[src/rtl/o2_pkg.sv]
// Shared definitions for the front-panel loader and the CPU it feeds.
package o2_pkg;

   localparam logic [2:0] ST_IDLE     = 3'd0;
   localparam logic [2:0] ST_DB_PRESS = 3'd1;
   localparam logic [2:0] ST_WRITE    = 3'd2;
   localparam logic [2:0] ST_WAIT_REL = 3'd3;
   localparam logic [2:0] ST_DB_REL   = 3'd4;

   typedef enum logic [2:0] {
      IDLE     = ST_IDLE,
      DB_PRESS = ST_DB_PRESS,
      WRITE    = ST_WRITE,
      WAIT_REL = ST_WAIT_REL,
      DB_REL   = ST_DB_REL
   } state_t;

   // 10 ms of stable button level at 48 MHz
   localparam int DB_COUNT_DEFAULT = 480000;

   // Instruction-memory depth shared with the cpu block
   localparam int CPU_MEM_DEPTH = 16;

endpackage

[src/rtl/sync2.sv]
// Two-flop synchronizer for asynchronous front-panel inputs, any width.
module sync2 #(
   parameter int W = 1
) (
   input  logic         clk,
   input  logic         rst,
   input  logic [W-1:0] d,
   output logic [W-1:0] q
);

   logic [W-1:0] meta;

   always_ff @(posedge clk) begin
      if (!rst) begin
         meta <= '0;
         q    <= '0;
      end else begin
         meta <= d;
         q    <= meta;
      end
   end

endmodule

[src/rtl/prog_loader.sv]
// Front-panel instruction loader: debounced button press -> one instr_we strobe
// carrying the switch byte into the next sequential instruction slot.
//
// state    | meaning
// ---------+-------------------------------------------------------------
// IDLE     | armed, waiting for the button to go high
// DB_PRESS | button high, counting stable-high cycles
// WRITE    | one cycle; strobe issued on the following edge unless full
// WAIT_REL | press consumed, waiting for the button to go low
// DB_REL   | button low, counting stable-low cycles before re-arming
module prog_loader
   import o2_pkg::*;
#(
   parameter int DB_COUNT  = DB_COUNT_DEFAULT,
   parameter int DB_W      = 20,
   parameter int MEM_DEPTH = CPU_MEM_DEPTH,
   parameter int ADDR_W    = 4
) (
   input  logic              clk,
   input  logic              rst,
   input  logic              btn_raw,
   input  logic [7:0]        sw_raw,
   output logic              instr_we,
   output logic [7:0]        data_out,
   output logic [ADDR_W-1:0] load_addr,
   output logic              full,
   output logic              busy
);

   localparam logic [DB_W-1:0]   DB_LAST   = DB_W'(DB_COUNT - 1);
   localparam logic [ADDR_W-1:0] ADDR_LAST = ADDR_W'(MEM_DEPTH - 1);

   logic       btn_s;
   logic [7:0] sw_s;

   sync2 #(.W(1)) u_sync_btn (
      .clk (clk),
      .rst (rst),
      .d   (btn_raw),
      .q   (btn_s)
   );

   sync2 #(.W(8)) u_sync_sw (
      .clk (clk),
      .rst (rst),
      .d   (sw_raw),
      .q   (sw_s)
   );

   state_t          state, state_nxt;
   logic [DB_W-1:0] db_cnt, db_cnt_nxt;

   always_ff @(posedge clk) begin
      if (!rst) begin
         state  <= IDLE;
         db_cnt <= '0;
      end else begin
         state  <= state_nxt;
         db_cnt <= db_cnt_nxt;
      end
   end

   always_comb begin
      state_nxt  = state;
      db_cnt_nxt = db_cnt;
      case (state)
         IDLE: begin
            if (btn_s) begin
               state_nxt  = DB_PRESS;
               db_cnt_nxt = '0;
            end
         end
         DB_PRESS: begin
            if (!btn_s) begin
               state_nxt  = IDLE;
               db_cnt_nxt = '0;
            end else if (db_cnt == DB_LAST) begin
               state_nxt = WRITE;
            end else begin
               db_cnt_nxt = db_cnt + 1'b1;
            end
         end
         WRITE: begin
            state_nxt = WAIT_REL;
         end
         WAIT_REL: begin
            if (!btn_s) begin
               state_nxt  = DB_REL;
               db_cnt_nxt = '0;
            end
         end
         DB_REL: begin
            if (btn_s) begin
               state_nxt = WAIT_REL;
            end else if (db_cnt == DB_LAST) begin
               state_nxt = IDLE;
            end else begin
               db_cnt_nxt = db_cnt + 1'b1;
            end
         end
         default: begin
            state_nxt  = IDLE;
            db_cnt_nxt = '0;
         end
      endcase
   end

   // Strobe and byte are registered off the WRITE cycle so instr_we has no
   // input-to-output path; the slot advances on the edge after the strobe.
   always_ff @(posedge clk) begin
      if (!rst) begin
         instr_we  <= 1'b0;
         data_out  <= 8'h00;
         load_addr <= '0;
         full      <= 1'b0;
      end else begin
         instr_we <= (state == WRITE) && !full;
         if (state == WRITE) begin
            data_out <= sw_s;
         end
         if (instr_we) begin
            if (load_addr == ADDR_LAST) begin
               full <= 1'b1;
            end else begin
               load_addr <= load_addr + 1'b1;
            end
         end
      end
   end

   assign busy = (state != IDLE);

endmodule

[config.mk]
export PLATFORM = sky130hd
export DESIGN_NAME = prog_loader
export DESIGN_NICKNAME = d
export VERILOG_FILES = /design/src/rtl/o2_pkg.sv /design/src/rtl/sync2.sv /design/src/rtl/prog_loader.sv
export SDC_FILE = /design/constraint.sdc
export NUM_CORES = 1
export LEC_CHECK = 0
export CORE_ASPECT_RATIO = 0.7
export CORE_MARGIN = 1
export CORE_UTILIZATION = 35
export CTS_CLUSTER_DIAMETER = 120
export DETAILED_ROUTE_END_ITERATION = 8
export SKIP_CTS_REPAIR_TIMING = 1
export SYNTH_ARGS = -nofsm -noshare
export SYNTH_HDL_FRONTEND = slang
export SYNTH_SLANG_ARGS = --single-unit
[constraint.sdc]
create_clock -name clk -period 1.6 [get_ports clk]
set_input_delay 0.24 -clock clk [delete_from_list [all_inputs] [get_ports clk]]
set_output_delay 0.24 -clock clk [all_outputs]
set_load 0.005 [all_outputs]
**Selected gate families**

Scale bar: 20 µm.
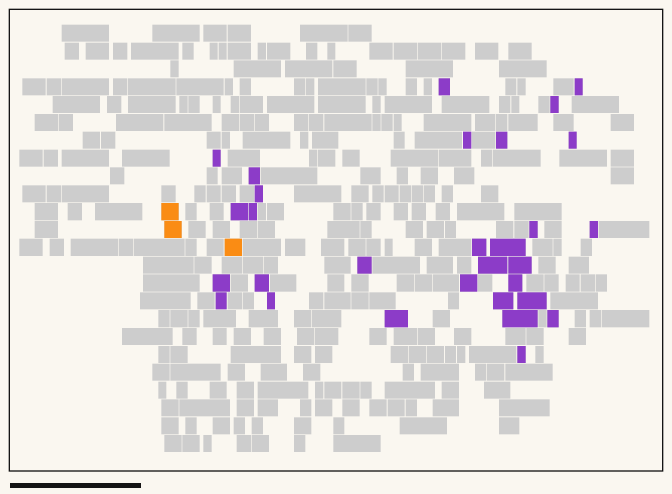
orange -> non-inverting ao/oa cells  # cells 3, most used o21a_1
purple -> nor cells  # cells 30, most used nor2_1
multi-input gate share of total cell area: 38.5%
final instance count without filler cells: 415
most used logic cell in the final layout: buf_4

**Track usage over the die**

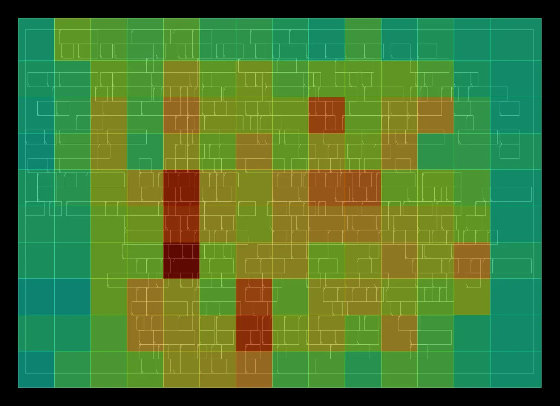
global-route track usage on met1: 22.2%
WL per Instance: 12.8 µm

==> changes_impl.md <==
### Physical design

- Clock latency at the later pin of the worst-skew pair: ~0.31 ns
- DRC marker count from the first detailed-route iteration: around 71
- Crit. Startpoint: state[1]
- Clock slew at reported path FFs: approximately 0.10 ns
- Min Tclk post-route: 1.68 ns
- Count of pins on the block boundary: 26
- Setup ws final: -0.0754 ns
- Max Root-Sink Buffers: 2
- Placement Cell Area: between 3000 and 4000 µm²
- Wire length after detailed routing: between 5 and 6 mm
- Routed vias/inst: ~5.2
- Synthesized area divided by synthesized cell count: around 8.8 µm²
- Data arrival, critical path: 1.92 ns
- Worst Setup EP: db_cnt[15]
- Yosys cell count: ~270
- Path type of the worst setup path: reg -> reg
- Total power draw: 0.00236 W
- Final setup violation count: 7
- Antenna Nets Post-Route: 0
- AND-OR/OR-AND Cells, Area Fraction: ~15%
- Multi-input combinational cell area: about 1200 µm²
- Via count of the first global-routing pass: 1,973
- Count of cells along the worst register-to-register path: 5
- Number of antenna violations at the first check in global routing: 0
- Chain of cells forming the critical path: nand3b_1 -> nor2_2 -> or4_4 -> or3_1 -> a21oi_1
- AND/OR/NAND/NOR Cells, Area Fraction: between 30% and 40%
- Achievable frequency: between 500 and 600 MHz
- Global-route usage over all layers: approximately 16%
- Effective utilization at floorplan: about 37%
- Area delta synth->final: 39.0%
- Layout Skew: 0.00519 ns
- Slew margin rel.: between 70% and 80%
- Netlist area before placement: roughly 2300 µm²
- Reg2Reg Setup Slack: -0.08 ns
- Share of cells above drive strength 1: 29.7%
- Metal2 WL: between 2 and 2.5 mm
- Pin count of the biggest net entering global routing: 20
- CP peak stage delay: approximately 0.55 ns
- Number of fill cells: 605
- Data required time at the worst endpoint: approximately 1.9 ns
- Row count: 24
- Overflow left after global routing: 0
- CTS buffer count: 5
- Maximum net fanout on the critical path: 5
- Syn_nets: about 280
- Number of instances on the worst hold path: 1
- Routed wl met3: around 160 µm
- Adder share: around 1.1%
- Leakage power: between 1 and 1.5 nW
- Most area-consuming cells after synthesis: dfxtp_1 (47%), a21oi_1 (6.5%), and2_1 (5.4%)
- Number of warnings in the stage logs: 28
- Wire length of the first global-routing pass: a little under 9 mm
- Worst-Margin Slew: between 0.3 and 0.4 ns
- Post-synthesis cell type with the largest combined area: dfxtp_1
- Critical Path Slowest Stage Cell: or4_4
- Most used DFF post-synth: dfxtp_1
- Instance tally after logic synthesis: ~270
- Design Area, Final: 3230 µm²
- Routability cong.: about 0.83
- H-tree levels: 2
- RSZ-0062 raised after global routing: true
- Kind of path behind the tightest hold check: reg -> reg
- Final hold violations: 0
- Count of warnings emitted by yosys: 0
- Async SR Flop Fraction: 0%
- Maxcap violations: 0
- ANT cells: 0
- Number of iterations in the first detailed-routing pass: 4
- Summed standard-cell area reported by yosys: approximately 2300 µm²
- Critical path launch point type: flip-flop
- Critical register-to-register path endpoint: db_cnt[15]
- Met1 Wirelength: approximately 2.8 mm
- Highest metal layer used by the detailed router: met4
- Leading post-synthesis cells by instance count: dfxtp_1 (55), a21oi_1 (30), nand2_1 (27)
- Clock root buffer: clkbuf_8
- Power per unit of standard cell area: ~730 nW/µm²
- Detailed placer's ending HPWL: roughly 3.8 mm
- Area fraction of the dominant cell type after synthesis: between 40% and 50%
- Number of clock sinks: between 50 and 60
- Worst voltage drop across the vdd grid: about 0.00038 V
- Clock tree from TritonCTS: yes
- Port-buffer cells: 25
- Post-synthesis xor/xnor area fraction: around 1.9%
- Count of flip-flops with a built-in enable after synthesis: 0
- Area of the chip: ~7000 µm²
- Drc violations: 0
- Mux frac, synth: 0%
- Core region area: roughly 6300 µm²
- Number of library cell types mapped by synthesis: 44
- Main kind of combinational logic by area: simple AND/OR/NAND/NOR gates
- Failing checks: negative setup slack
- Final Max Tran Viols: 0
- Number of nets in the final layout: about 350
- Register Area: 1120 µm²
- Crit path capture type: flip-flop
- Vertical die size: 70.2 µm
- Most popular library cell in the synthesized design by count: dfxtp_1
- Post-layout period usage of the worst path: 105%
- Post-place setup slack: -0.0870 ns
- Reg-to-reg critical path startpoint: state[1]
- Total vias in the final route: 2,142
- Run status: complete, but fails checks
- Fraction of the yosys area taken by sequential cells: 47.4%
- Sum of negative setup slack: -0.238 ns
- Chip width: 99.4 µm
- Flip-flop and latch count after synthesis: around 55
per-layer routing:
metal | global-route usage, % | vias to the layer above
met2 | 24.6 | 40
li1 | - | 1104
met1 | 22.2 | 991
met4 | 5.72 | 0
met5 | 0 | -
met3 | 3.30 | 7
kinds of logic after synthesis:
group | count (synthesis)
and+or+nand+nor | 127
DFF | 55
adders and majority gates | 2
xor gates and xnor gates | 5
buffers and inverters | 17
AOI/OAI and AO/OA | 59
placed cells by master (no fill, tap or decap), types with 4 or more instances in the layout:
cell / n
buf_4: 48
dfxtp_1: 42
a21oi_1: 29
nand2_1: 26
clkdlybuf4s50_1: 24
and2_1: 19
nor2_1: 11
dfxtp_2: 11
nand3_1: 9
o21ai_0: 9
nand4_1: 7
o31ai_1: 7
or4_1: 7
or3_1: 6
nor3_1: 5
clkbuf_8: 5
a31oi_1: 4
sequential cells by signal, summed over array words and instances (netlist names):
name	count
data_out	8
u_sync_sw.meta	8
instr_we	1
u_sync_sw.q	8
full	1
load_addr	4
u_sync_btn.meta	1
db_cnt	20
u_sync_btn.q	1
state	3
power breakdown:
group | switching, W | leakage (nW) | internal [W]
Sequential | 0.00000919 | 0.454 | 0.00139
Combinational | 0.0000713 | 0.656 | 0.0000850
Clock | 0.000480 | 0.0463 | 0.000322
Total | 0.000561 | 1.16 | 0.00180
per-stage QoR:
stage | hold WS [ns] | utilization [%] | cells
floorplan | 0.367 | - | 265
global placement | 0.414 | 47.8 | 402
detailed placement | 0.418 | 47.8 | 402
CTS | 0.444 | 49.3 | 410
global route | 0.454 | 51.2 | 415
finish | 0.442 | 51.2 | 415
layout make-up:
cell class	count	share of cell area [%]
multi-input cells	194	38.5
flip-flops and latches	55	34.7
repair buffers	77	20.4
well taps	78	3.02
clock buffers	5	2.13
clock inverters	3	0.852
inverters	3	0.349
worst min-delay path by stage:
| stage | startpoint | endpoint | slack [ns] |
|---|---|---|---|
| global placement | u_sync_sw.meta[0] | u_sync_sw.q[0] | 0.41 |
| detailed placement | u_sync_sw.meta[4] | u_sync_sw.q[4] | 0.42 |
| CTS | u_sync_sw.meta[4] | u_sync_sw.q[4] | 0.44 |
| finish | u_sync_sw.meta[2] | u_sync_sw.q[2] | 0.44 |
| global route | u_sync_sw.meta[4] | u_sync_sw.q[4] | 0.45 |
| floorplan | btn_raw | u_sync_btn.meta | 0.37 |
critical path, delay by kind of cell (launching register included):
family | cells | cell delay, ns
AND-OR/OR-AND | 1 | 0.15
flip-flops | 1 | 0.36
AND/OR/NAND/NOR | 4 | 1.11
Power figures rest on the tool's default switching activity, not on a simulated workload.
